<file path="config.mk">
export PLATFORM = sky130hd
export DESIGN_NAME = weight_stream_reader
export DESIGN_NICKNAME = d
export VERILOG_FILES = /design/src/rtl/weight_stream_reader.sv
export SDC_FILE = /design/constraint.sdc
export NUM_CORES = 1
export LEC_CHECK = 0
export ABC_CLOCK_PERIOD_IN_PS = 5200
export CORE_MARGIN = 1.5
export CORE_UTILIZATION = 51
export DETAILED_ROUTE_END_ITERATION = 16
export PLACE_DENSITY_LB_ADDON = 0.05
export SYNTH_ARGS = -nofsm -noshare
export SYNTH_HDL_FRONTEND = slang
export SYNTH_SLANG_ARGS = --single-unit
export TNS_END_PERCENT = 1
</file>
<file path="constraint.sdc">
create_clock -name CLK -period 5.2 [get_ports CLK]
set_input_delay 1.04 -clock CLK [delete_from_list [all_inputs] [get_ports CLK]]
set_output_delay 1.04 -clock CLK [all_outputs]
set_load 0.05 [all_outputs]
</file>
<file path="src/rtl/weight_stream_reader.sv">
// weight_stream_reader
//   Read-side sequencer for a single-port layer weight BRAM. On START it reads
//   addresses 0..DEPTH-1 (one read per cycle while credit allows), captures each
//   word one cycle after issue and streams it to the MAC over valid/ready.
//   A 2-entry {data,index} FIFO absorbs the one-cycle BRAM latency so that
//   backpressure never drops or duplicates a word.
//
//   Optional feature macro: WEIGHT_READER_CHECKSUM_EN
//     defined     -> CHECKSUM is the modulo-2**DATA_W sum of handshaken words
//                    of the current pass (cleared when START is accepted)
//     not defined -> CHECKSUM tied to 0, no accumulator
//
// Ports
//   CLK, RST_N          clock, asynchronous active-low reset
//   START               begin a pass (sampled only in IDLE)
//   BUSY, DONE          pass in progress / one-cycle completion pulse
//   BRAM_ADDR/EN/WE/DI  BRAM port (registered address/enable, write tied off)
//   BRAM_DO             BRAM read data, valid at the edge after the issue edge
//   W_DATA/W_VALID/W_READY/W_LAST/W_INDEX  weight stream to the MAC
//   CHECKSUM            running sum of delivered words (see macro above)
module weight_stream_reader #(
   parameter int DEPTH  = 28,
   parameter int ADDR_W = 5,
   parameter int DATA_W = 16
) (
   input  logic              CLK,
   input  logic              RST_N,
   input  logic              START,
   output logic              BUSY,
   output logic              DONE,
   output logic [ADDR_W-1:0] BRAM_ADDR,
   output logic              BRAM_EN,
   output logic              BRAM_WE,
   output logic [DATA_W-1:0] BRAM_DI,
   input  logic [DATA_W-1:0] BRAM_DO,
   output logic [DATA_W-1:0] W_DATA,
   output logic              W_VALID,
   input  logic              W_READY,
   output logic              W_LAST,
   output logic [ADDR_W-1:0] W_INDEX,
   output logic [DATA_W-1:0] CHECKSUM
);

   localparam logic [ADDR_W-1:0] LAST_ADDR = ADDR_W'(DEPTH - 1);

   typedef enum logic [1:0] {IDLE, RUN, FLUSH} state_t;

   state_t            state, state_nxt;
   logic [ADDR_W-1:0] issue_ptr;
   logic [ADDR_W-1:0] issue_addr;
   logic [DATA_W-1:0] fifo_data [2];
   logic [ADDR_W-1:0] fifo_idx  [2];
   logic              rd_ptr, wr_ptr;
   logic [1:0]        count, count_after;
   logic              pop, capture, issue, start_acc;

   // A read issued in the previous cycle (BRAM_EN high) lands in the FIFO now.
   assign pop         = W_VALID & W_READY;
   assign capture     = BRAM_EN;
   assign count_after = count + {1'b0, capture} - {1'b0, pop};

   // The first read of a pass always targets address 0.
   assign issue_addr  = start_acc ? '0 : issue_ptr;

   always_ff @(posedge CLK or negedge RST_N) begin
      if (!RST_N) state <= IDLE;
      else        state <= state_nxt;
   end

   // Credit: buffered words plus in-flight reads after this edge must stay <= 2,
   // so a new read is issued only when at most one slot is committed.
   always_comb begin
      state_nxt = state;
      issue     = 1'b0;
      start_acc = 1'b0;
      case (state)
         IDLE: begin
            if (START) begin
               start_acc = 1'b1;
               issue     = 1'b1;
               state_nxt = RUN;
            end
         end
         RUN: begin
            if (count_after < 2'd2) begin
               issue = 1'b1;
               if (issue_ptr == LAST_ADDR) state_nxt = FLUSH;
            end
         end
         FLUSH: begin
            if (pop && W_LAST) state_nxt = IDLE;
         end
         default: state_nxt = IDLE;
      endcase
   end

   // BRAM port: address holds its last value when no read is issued.
   always_ff @(posedge CLK or negedge RST_N) begin
      if (!RST_N) begin
         BRAM_EN   <= 1'b0;
         BRAM_ADDR <= '0;
         issue_ptr <= '0;
      end else begin
         BRAM_EN <= issue;
         if (issue) begin
            BRAM_ADDR <= issue_addr;
            issue_ptr <= issue_addr + 1'b1;
         end
      end
   end

   // Two-entry output FIFO; head drives the stream outputs.
   always_ff @(posedge CLK or negedge RST_N) begin
      if (!RST_N) begin
         for (int i = 0; i < 2; i++) begin
            fifo_data[i] <= '0;
            fifo_idx[i]  <= '0;
         end
         rd_ptr <= 1'b0;
         wr_ptr <= 1'b0;
         count  <= '0;
      end else begin
         if (capture) begin
            fifo_data[wr_ptr] <= BRAM_DO;
            fifo_idx[wr_ptr]  <= BRAM_ADDR;
            wr_ptr            <= ~wr_ptr;
         end
         if (pop) rd_ptr <= ~rd_ptr;
         count <= count_after;
      end
   end

   always_ff @(posedge CLK or negedge RST_N) begin
      if (!RST_N) DONE <= 1'b0;
      else        DONE <= (state == FLUSH) && pop && W_LAST;
   end

`ifdef WEIGHT_READER_CHECKSUM_EN
   logic [DATA_W-1:0] sum;
   always_ff @(posedge CLK or negedge RST_N) begin
      if (!RST_N)         sum <= '0;
      else if (start_acc) sum <= '0;
      else if (pop)       sum <= sum + W_DATA;
   end
   assign CHECKSUM = sum;
`else
   assign CHECKSUM = '0;
`endif

   assign BUSY    = (state != IDLE);
   assign W_VALID = (count != 2'd0);
   assign W_DATA  = fifo_data[rd_ptr];
   assign W_INDEX = fifo_idx[rd_ptr];
   assign W_LAST  = W_VALID && (fifo_idx[rd_ptr] == LAST_ADDR);
   assign BRAM_WE = 1'b0;
   assign BRAM_DI = '0;

endmodule

</file>
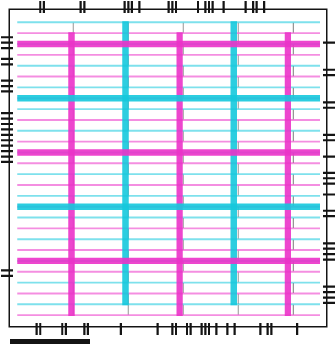
**Above:** run 1 (supply network).
Scale bar: 20 um. Pins as bars on the die edge. Tap cells in grey.
legend:
  magenta:
    net: VSS
  cyan:
    net: VDD
met4 straps: 5
tap cells: 72
rows: 27
vertical die size: 79.25 um

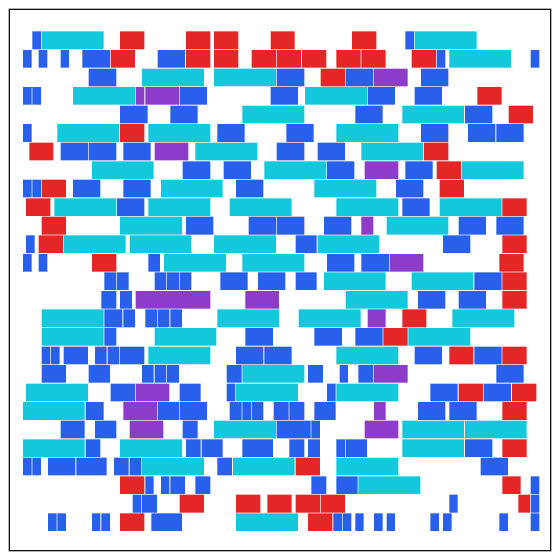
**Above:** run 1 (cell classes on the final placement).
legend:
  blue:
    class: remaining logic cells
    cells: 166
  cyan:
    class: registers
    cells: 60
  red:
    class: remaining buffers and delay cells
    cells: 51
  purple:
    class: clock drivers and dummy loads
    cells: 16
number of cell rows: 27
fraction of standard cell area that is sequential: 0.4180
placeable core area: 5574 um2
Layout Utilization: 0.6444

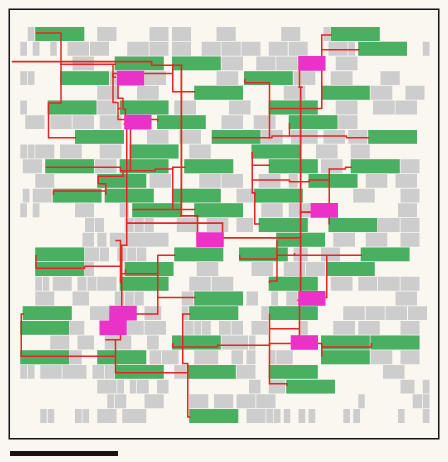
**Above:** run 1 (clock network drawn from the DEF).
Scale bar: 20 um.
legend:
  green:
    item: flip-flops
    count: 60
  magenta:
    item: clock-net drivers
    count: 9
  red:
    item: clock wires
    length: 738 um
flops lie: all over the die
routed clock nets: 10

==> impl_metrics.toml, run 1 <==
# physical design summary
[cts]
htree_levels = 3
post_cts.repair.setup_buffers = 0
clkSlewWorstSetupHoldPaths_ns = 0.07
ctsRootBufferMaster = "clkbuf_8"
numCtsBuffers = 9

[final_timing]
timing.max_slew.rel_slack = 0.2351
finalSetupTns_ns = 0
finalWorstPathRequiredPeriod_ns = 3.634
max_freq_mhz = 275.2
setup_viol = 0
tightestPinTransition_ns = 1.142
timing_hold_violations_final = 0
slew_viol_final = 0
fin_worst_skew_ns = 0.005465
layout_worst_path_cycle_share = 0.6988
setup_ws_ns = 1.566

[die]
chipArea_um2 = 6281
taps = 72
pre_placement_core_utilization = 0.5320
io_count = 84
die_width_um = 79.25

[job]
maxCapViolations = 0
log.warning_count = 26

[finish]
clkcell_share = 0.05643
design.final.nets = 310
comb.multi_input.count = 164
area_growth_syn_to_layout_pct = 21.14
num-nonclk-inverters = 2
final_cell_area_um2 = 3592
finish.cell_count_without_fillers = 365
seq_area_um2 = 1501
buffer_area_frac = 0.1400
final.signal_buffer_count = 51
antenna_cells = 0
n_fill_cell = 463
num-clock-buffers = 12
logic_gate_fraction_of_the_total_cell_area = 0.3584
drive_above_1_share = 0.2901

[yosys]
ys_top_cells_by_count = "62 x mux2_2, 60 x dfrtp_1, 33 x buf_4, 8 x nand2_1, 7 x nand3_1"
synth.avg_cell_area_um2 = 12.62
flop_cell = "dfrtp_1"
synthesis.instances = 235
top_cells_by_area = "dfrtp_1 51%, mux2_2 24%, buf_4 8.4%"
total_of_warnings_raised_by_yosys = 0
synth-seq-cells = 60
post_synth_mux_area_share = 0.2460
netlist.top_cell.by_area = "dfrtp_1"
ys_cells = 235
post_synth_tally_of_flip_flops_with_integrated_enable = 0
fa_ha_area_frac = 0.008439
yosys.area.top_type_share = 0.5063
area_fraction_in_and_or_nand_and_nor_cells = 0.08101
synth.yosys.seq_area_share = 0.5063

[placement]
placed_cells_incl_taps = 349
gp_congestion = 0.7875
dp.final_hpwl_um = 3406
placed_area_um2 = 3390
portBuffers = 50
dpl_worst_slack_ns = 1.868

[setup_path]
critPathKind = "flop to primary output"
cp_data_arrival_time_ns = 2.59
critPathBufInv = 1
path_cells = "nand2_1 -> o22ai_1 -> and2_1 -> clkdlybuf4s50_1"
crit_path_max_fanout = 23
cp_slowest_cell = "dfrtp_1"
cp-end-kind = "primary output"
critical_path.max_stage_delay_ns = 0.97

[global_route]
grt_pass1_vias = 1814
grt.overflow.total = 0

[routing]
route.detailed.vias_per_inst = 4.923
drt_drc_violations_left = 0
vias = 1797
dr.first_iter.drc_count = 88
routedWlPerCell_um = 14.04

[hold_path]
min_path_type = "flop to flop"

[status]
outcome = "finished, final reports clean"
-- run 1: path summary, 6_finish.rpt --
path	depth (start not counted)	startpoint	to
max	4	rd_ptr	W_LAST
min	1	fifo_data[9]	fifo_data[9]
max reg2reg	6	count[0]	issue_ptr[1]
min reg2reg	1	fifo_data[9]	fifo_data[9]
max in group asynchronous	2	RST_N	fifo_data[1]
min in group asynchronous	2	RST_N	fifo_data[0]
-- run 1: stage by stage --
| stage | util | hold WS [ns] |
|---|---|---|
| after detailed placement | 0.6081 | 0.4902 |
| after floorplan | - | 0.4563 |
| final | 0.6444 | 0.5029 |
| after global placement | 0.6081 | 0.4816 |
| after CTS | 0.6444 | 0.5067 |
| after global routing | 0.6444 | 0.5233 |
-- run 1: cell usage in the layout, fill, tap and decap left out, types with 3 or more instances in the layout --
cell type / count
mux2_2: 62
dfrtp_1: 60
clkdlybuf4s50_1: 49
conb_1: 33
clkbuf_8: 11
nand2_1: 8
nand3_1: 7
o21ai_0: 6
a21oi_1: 6
nor2b_1: 4
and2_1: 4
nand2b_1: 3
-- run 1: state kept, by name (all words and copies together), names as in the netlist --
register and cells:
BRAM_ADDR 5, BRAM_EN 1, DONE 1, count 2, fifo_data 32, fifo_idx 10
issue_ptr 5, rd_ptr 1, state 2, wr_ptr 1
-- run 1: per-layer routing --
| metal | vias up | GRT usage | routed length, um |
|---|---|---|---|
| met1 | 863 | 0.2234 | 2389 |
| met3 | 9 | 0.04943 | 266 |
| met5 | - | 0 | 0 |
| met2 | 51 | 0.2786 | 2366 |
| met4 | 0 | 0.1000 | 102 |
| li1 | 874 | - | - |
**Run 1: clock wiring as the flow saved it**

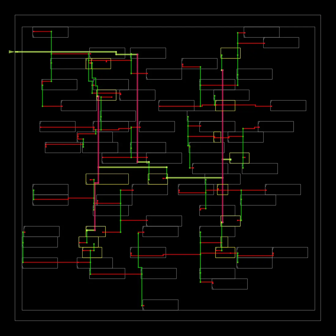

==> run 2: changes to the inputs <==
Settings changed: ABC_CLOCK_PERIOD_IN_PS 5200 to 3300, CORE_UTILIZATION 51 to 43.
Clock period 5.2 ns to 3.3 ns, I/O delays scaled along.
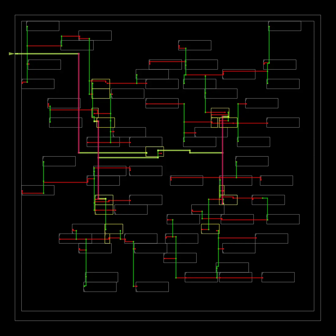
**Above:** run 2 (clock wiring as the flow saved it).
Sink Count: 60
num sequential: 60

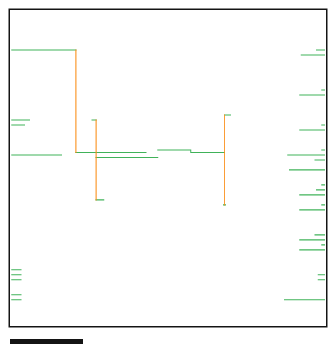
**Above:** run 2 (routed metal, one colour a layer).
Scale bar: 20 um. Only two layers are drawn.
legend:
  orange:
    layer: M4
    wire_length: 74.1 um
  green:
    layer: M3
    wire_length: 207 um
total routed wirelength: 5337 um
via count: 1800
overall routing resource usage: 0.1525
routed wire length per instance: 14.27 um

==> run 2 against run 1 <==
  * Design area is essentially flat
  * Global-route usage shrank 2.6 points
  * First-iteration DRC count shrank 56%
  * Die size grew 18%
  * Synthesized area is the same
  * Critical path depth shrank 1
  * Cell count grew 2.5%
==> impl_metrics.toml, run 2 <==
# physical design summary
[yosys]
synth.avg_cell_area_um2 = 12.62
yosys.area.top_type_share = 0.5063
post_synth_tally_of_flip_flops_with_integrated_enable = 0
ys_top_cells_by_count = "62 x mux2_2, 60 x dfrtp_1, 33 x buf_4, 8 x nand2_1, 7 x nand3_1"
total_of_warnings_raised_by_yosys = 0
synthesis.instances = 235
ys_cells = 235
synth-seq-cells = 60

[final_timing]
tightestPinTransition_ns = 0.9982
timing_hold_violations_final = 0
slew_viol_final = 0
setup_viol = 0
layout_worst_path_cycle_share = 0.8772
setup_ws_ns = 0.4051
finalWorstPathRequiredPeriod_ns = 2.895
fin_worst_skew_ns = 0.006838
max_freq_mhz = 345.4
finalSetupTns_ns = 0
timing.max_slew.rel_slack = 0.3329

[finish]
reg.largest.list = "fifo_data x32, fifo_idx x10"
max_flop_register = "fifo_data"
n_fill_cell = 606
largest_register_ff_count = 32
area_growth_syn_to_layout_pct = 21.18
seq_area_um2 = 1501
final_cell_area_um2 = 3593
layout.cells.most_common = "mux2_2"
drive_above_1_share = 0.2925
layout.cells.most_common_list = "62 x mux2_2, 60 x dfrtp_1, 48 x clkdlybuf4s50_1, 33 x conb_1, 11 x clkbuf_8"
finish.cell_count_without_fillers = 374
antenna_cells = 0

[global_route]
grt.overflow.total = 0
grt_pass1_vias = 1790

[hold_path]
min_path_type = "primary input to async pin"

[setup_path]
path_cells = "buf_12 -> mux2_2 -> clkdlybuf4s50_1"
cp-end-kind = "primary output"
critPathBufInv = 2
cp_data_arrival_time_ns = 2.23
r2r_start = "count[0]"
crit_start = "rd_ptr"
critical_path.max_stage_delay_ns = 0.71
crit_path_max_fanout = 15
cp_slowest_cell = "clkdlybuf4s50_1"
critPathKind = "flop to primary output"

[die]
die_height_um = 86.05
pre_placement_core_utilization = 0.4413
coreArea_um2 = 6719
io_count = 84
chipArea_um2 = 7404
die_width_um = 86.05
fp-row-count = 30

[routing]
drt_drc_violations_left = 0
route.detailed.vias_per_inst = 4.813
dr.first_iter.drc_count = 39

[cts]
ctsRootBufferMaster = "clkbuf_8"
post_cts.repair.setup_buffers = 0
numCtsBuffers = 9
htree_levels = 3
clkSlewWorstSetupHoldPaths_ns = 0.06

[status]
outcome = "finished, final reports clean"

[placement]
gp_congestion = 0.7711
portBuffers = 50
placed_cells_incl_taps = 359
dp.final_hpwl_um = 3699
placed_area_um2 = 3425

[job]
log.warning_count = 26
[run 2: routing by layer]
layer  up-vias  share of wire  track usage
li1        875              -            -
met1       880           0.47       0.1970
met2        37           0.48       0.2455
met3         8          0.039      0.03561
met4         0          0.014      0.06598
met5         -              0            0
[run 2: layout make-up]
type,count,area share
clock buffers,13,0.04422
inverters,2,0.002089
flip-flops and latches,60,0.4178
repair buffers,53,0.1469
well taps,80,0.02786
clock inverters,2,0.002786
multi-input cells,164,0.3583
[run 2: final timing paths]
kind	end	depth (start not counted)
worst max-delay path	W_INDEX[1]	3
worst min-delay path	fifo_data[6]	1
worst max register to register	issue_ptr[1]	6
worst min register to register	fifo_data[13]	1
max in group asynchronous	issue_ptr[4]	2
min in group CLK	fifo_data[13]	1
[run 2: per-stage QoR]
stage | hold slack [ns] | utilization
after floorplan | 0.3644 | -
after global placement | 0.4811 | 0.5097
after detailed placement | 0.4880 | 0.5097
after CTS | 0.2127 | 0.5348
after global routing | 0.2258 | 0.5348
final | 0.2163 | 0.5348
[run 2: cell families (layout without fill, tap and decap cells)]
logic type,after synthesis,count (layout),share of synthesized area
flops,60,60,0.5063
xor+xnor,2,2,0.005908
fa+ha+maj,2,2,0.008437
simple gates,39,39,0.08101
other cells,1,33,0.001265
mux,65,65,0.2460
buf+inv,43,70,0.1008
compound gates,23,23,0.05021
